==> config.mk <==
export PLATFORM = sky130hd
export DESIGN_NAME = dm_arbiter
export DESIGN_NICKNAME = d
export VERILOG_FILES = /design/src/rtl/dm_arb_pkg.sv /design/src/rtl/rr_arb2.sv /design/src/rtl/dm_arbiter.sv
export SDC_FILE = /design/constraint.sdc
export NUM_CORES = 1
export LEC_CHECK = 0
export CAP_MARGIN = 25
export CORE_MARGIN = 1
export CORE_UTILIZATION = 38
export CTS_CLUSTER_SIZE = 14
export DETAILED_ROUTE_END_ITERATION = 8
export GPL_TIMING_DRIVEN = 0
export HOLD_SLACK_MARGIN = 0.12
export PLACE_DENSITY = 0.82
export SKIP_CTS_REPAIR_TIMING = 1
export SYNTH_ARGS = -nofsm -noshare
export SYNTH_HDL_FRONTEND = slang
export SYNTH_SLANG_ARGS = --single-unit
==> constraint.sdc <==
create_clock -name clk -period 1.6 [get_ports clk]
set_input_delay 0.24 -clock clk [delete_from_list [all_inputs] [get_ports clk]]
set_output_delay 0.24 -clock clk [all_outputs]
set_load 0.1 [all_outputs]
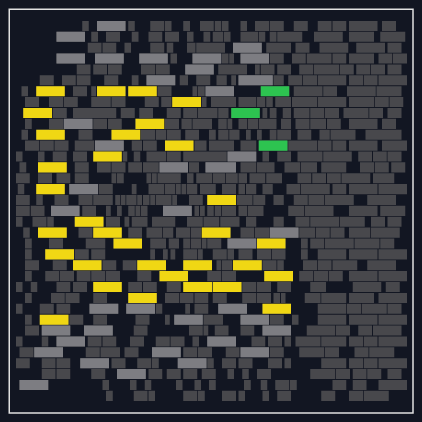
(run_1/ff_map.png)
Drawn at 4 px/µm. Other sequential cells in the stronger grey, the rest of the logic in the fainter grey.
netlist name	colour	flops
init_cnt	green	3
m1_rdata	yellow	32
not coloured	39
fin util: 74.1%
Seq power: 0.00185 W
FF/Latch Area: 1490 µm²

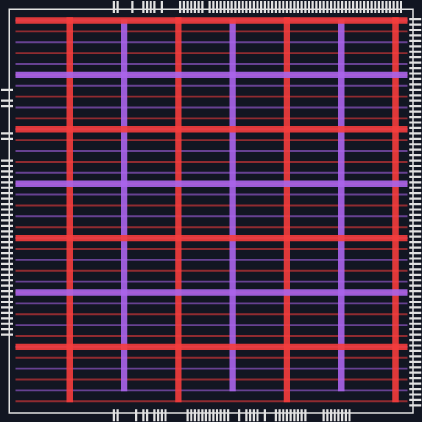
(run_1/floorplan.png)
Drawn at 4 px/µm. Pins as bars on the die edge.
net	colour
VSS	red
VDD	purple
met1 rails	36
signal pins	222
met4 straps	7
rows	35
met5 straps	7
Die X: 101 µm
die height: 101 µm
core area: 9330 µm²
maximum VDD drop: 0.702 mV

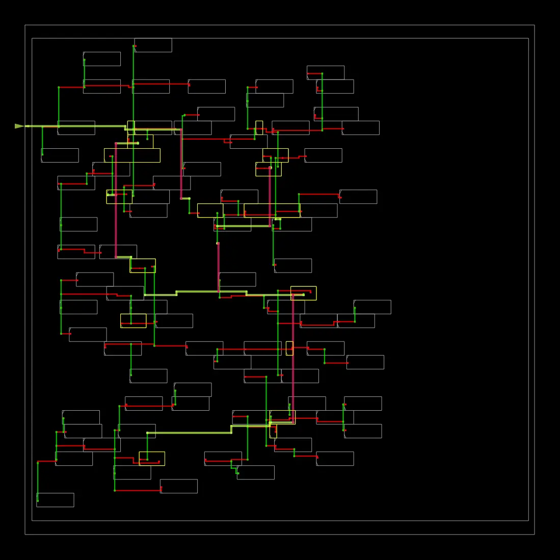
(run_1/clock_nets.png)
P_clk: 0.00161 W
clk sinks: 74

==> impl_metrics.tcl, run 1 <==
# flow metrics
set metrics [dict create \
    outcome "complete, but fails checks" \
    violations "setup timing" \
    synthSimpleGateAreaFrac_pct 5.83 \
    final-setup-viol-count 41 \
    fill_cells 665 \
    htree_levels 3 \
    max_freq_mhz 494 \
    numCtsBuffers 9 \
    p_clk_share_pct 38.4 \
    fin_ws_ns -0.424 \
    routed.top_layer "met4" \
    grt_max_degree 12 \
    r2r_cells 7 \
    grt_pass1_wl_um 23500 \
    clock_cell_area_share_pct 3.08 \
    p_seq_share_pct 44.2 \
    crit_path_top_delay_cell "dfxtp_2" \
    sh_comb_area_pct 31.6 \
    yosysMostFrequentCell "dfxtp_1" \
    critical_path_buf_inv_count 4 \
    globalplace.congestion 0.823 \
    ys_sh_adder_pct 0.678 \
    area_growth_pct 87.4 \
    powerComb_w 0.000729 \
    mux_share_pct 0.814 \
    nClkBuffers 14 \
    io_pins 222 \
    crit_top_cell "buf_6" \
    worstPathArrival_ns 1.78 \
    cp_top_family "buffers and inverters" \
]
==> run 2: changes to the inputs <==
--- a/config.mk
+++ b/config.mk
@@ -5,6 +5,7 @@
 export SDC_FILE = /design/constraint.sdc
 export NUM_CORES = 1
 export LEC_CHECK = 0
+export ABC_CLOCK_PERIOD_IN_PS = 1600
 export CAP_MARGIN = 25
 export CORE_MARGIN = 1
 export CORE_UTILIZATION = 38
==> impl_metrics.tcl, run 2 <==
# flow metrics
set metrics [dict create \
    globalplace.congestion 0.823 \
    sh_comb_area_pct 31.6 \
    numCtsBuffers 9 \
    cp_top_family "buffers and inverters" \
    p_clk_share_pct 38.4 \
    synthSimpleGateAreaFrac_pct 5.83 \
    grt_pass1_wl_um 23500 \
    syn_area_um2 3690 \
    maxPowerGroup "sequential cells" \
    synthCells 338 \
    fill_cells 665 \
    core_area_um2 9330 \
    max_freq_mhz 494 \
    r2r_cells 7 \
    htree_levels 3 \
    worstPathArrival_ns 1.78 \
    ir_drop_mv 0.702 \
    fin_ws_ns -0.424 \
    io_pins 222 \
    top_cell_area_share_pct 40.1 \
    die_x_um 101 \
    clock-sinks 74 \
    routed.top_layer "met4" \
    fin_util_pct 74.1 \
    outcome "complete, but fails checks" \
    crit_path_top_delay_cell "dfxtp_2" \
    setup.worst_path.end_class "output port" \
    grt_max_degree 12 \
    area_growth_pct 87.4 \
    final-setup-viol-count 41 \
    hold_depth 2 \
    p_clk_w 0.00161 \
    crit_top_cell "buf_6" \
    die_h_um 101 \
    yosysMostFrequentCell "dfxtp_1" \
    rsz0062_at_grt "yes" \
    violations "setup timing" \
    seq_cell_power_w 0.00185 \
]
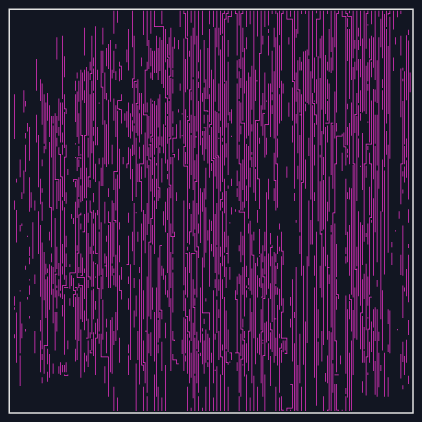
(run_2/m2.png)
Drawn at 4 px/µm.
main direction	vertical
share of all routed wire	53%
WL final: 17300 µm
vias: 4412
met2 Use GR: 55.3%

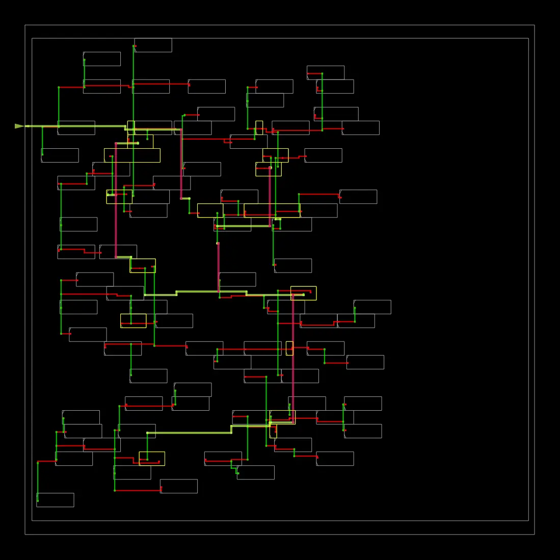
(run_2/clock_nets.png)
Worst Skew: 0.00698 ns
Clock Buffer Count: 14
flip-flops: 74

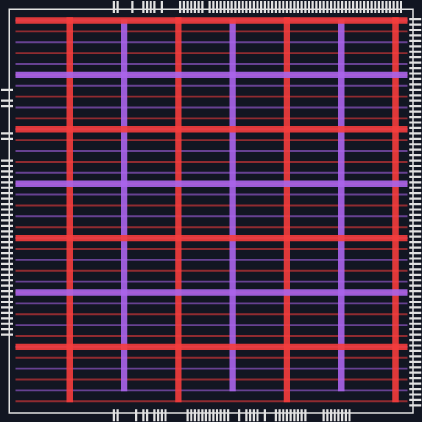
(run_2/floorplan.png)
Drawn at 4 px/µm. Pins as bars on the die edge.
net	colour
VSS	red
VDD	purple
met4 straps	7
met5 straps	7
rows	35
signal pins	222

==> run 3: changes to the inputs <==
--- a/config.mk
+++ b/config.mk
@@ -14,7 +14,9 @@
 export GPL_TIMING_DRIVEN = 0
 export HOLD_SLACK_MARGIN = 0.12
 export PLACE_DENSITY = 0.82
+export RECOVER_POWER = 50
 export SKIP_CTS_REPAIR_TIMING = 1
+export SLEW_MARGIN = 15
 export SYNTH_ARGS = -nofsm -noshare
 export SYNTH_HDL_FRONTEND = slang
 export SYNTH_SLANG_ARGS = --single-unit
==> impl_metrics.tcl, run 3 <==
# flow metrics
set metrics [dict create \
    outcome "complete, but fails checks" \
    violations "setup timing" \
    p_clk_w 0.00161 \
    top_cell_area_share_pct 40.1 \
    max_freq_mhz 494 \
    totalWireLength_um 17300 \
    antenna_found_initial 1 \
    core_area_um2 9330 \
    synth.avg_cell_area_um2 10.9 \
    nClkBuffers 14 \
    io_pins 222 \
    synthCells 338 \
    final-setup-viol-count 41 \
    yosysMostFrequentCell "dfxtp_1" \
    clock_cell_area_share_pct 3.08 \
    critical-path-max-stage-delay_ns 0.34 \
    r2r_cells 7 \
    finalClockSkew_ns 0.00698 \
    powerComb_w 0.000729 \
    fin_util_pct 74.1 \
    seq_cells 74 \
    clock-sinks 74 \
    die_h_um 101 \
    cp_top_family "buffers and inverters" \
    syn_area_um2 3690 \
    die_x_um 101 \
    fin_ws_ns -0.424 \
    crit_path_top_delay_cell "dfxtp_2" \
    critical_path_buf_inv_count 4 \
    area_growth_pct 87.4 \
    hold_depth 2 \
    routed.top_layer "met4" \
    rsz0062_at_grt "yes" \
    seq_cell_power_w 0.00185 \
    sh_comb_area_pct 31.6 \
    setup.worst_path.end_class "output port" \
    ys_cells 338 \
    crit_top_cell "buf_6" \
    gr-usage-met2_pct 55.3 \
    ir_drop_mv 0.702 \
    mux_share_pct 0.814 \
    worstPathArrival_ns 1.78 \
    globalplace.congestion 0.823 \
    grt_max_degree 12 \
    p_seq_share_pct 44.2 \
]
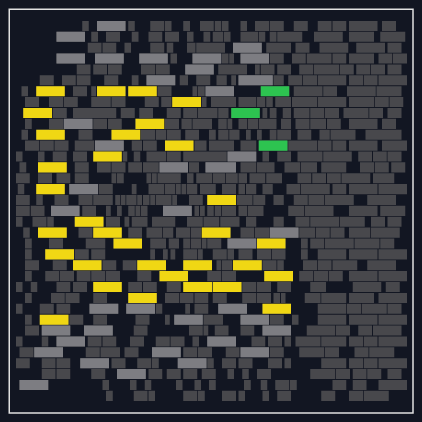
(run_3/ff_map.png)
Drawn at 4 px/µm. Other sequential cells in the stronger grey, the rest of the logic in the fainter grey.
netlist name	colour	flops
m1_rdata	yellow	32
init_cnt	green	3
not coloured	39
sequential cell area share: 21.5%

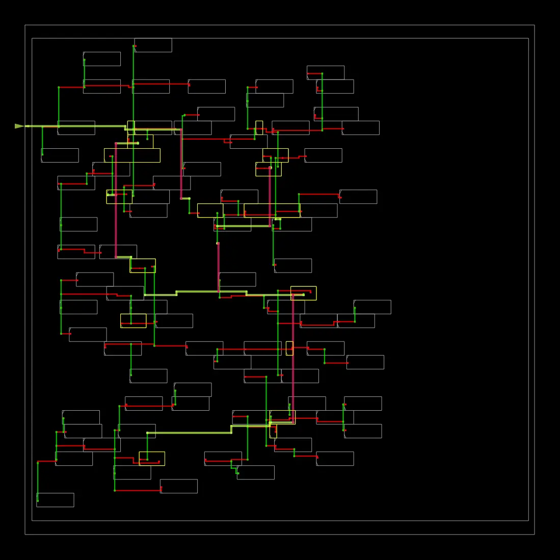
(run_3/clock_nets.png)
Latency at later pin: 0.35 ns
CTS Buf Count: 9

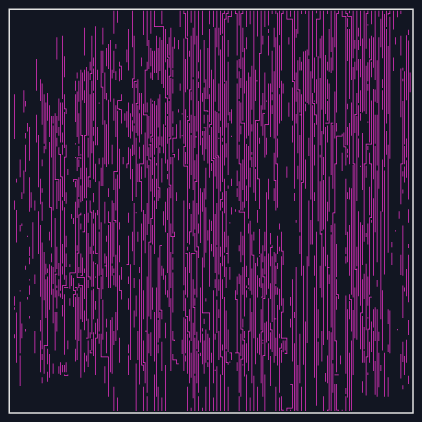
(run_3/m2.png)
Drawn at 4 px/µm.
wire length on this layer	9110 µm
longest straight run	45.4 µm
nets with wire on the layer	677
main direction	vertical
share of all routed wire	53%

Power and IR drop assume default switching activity.
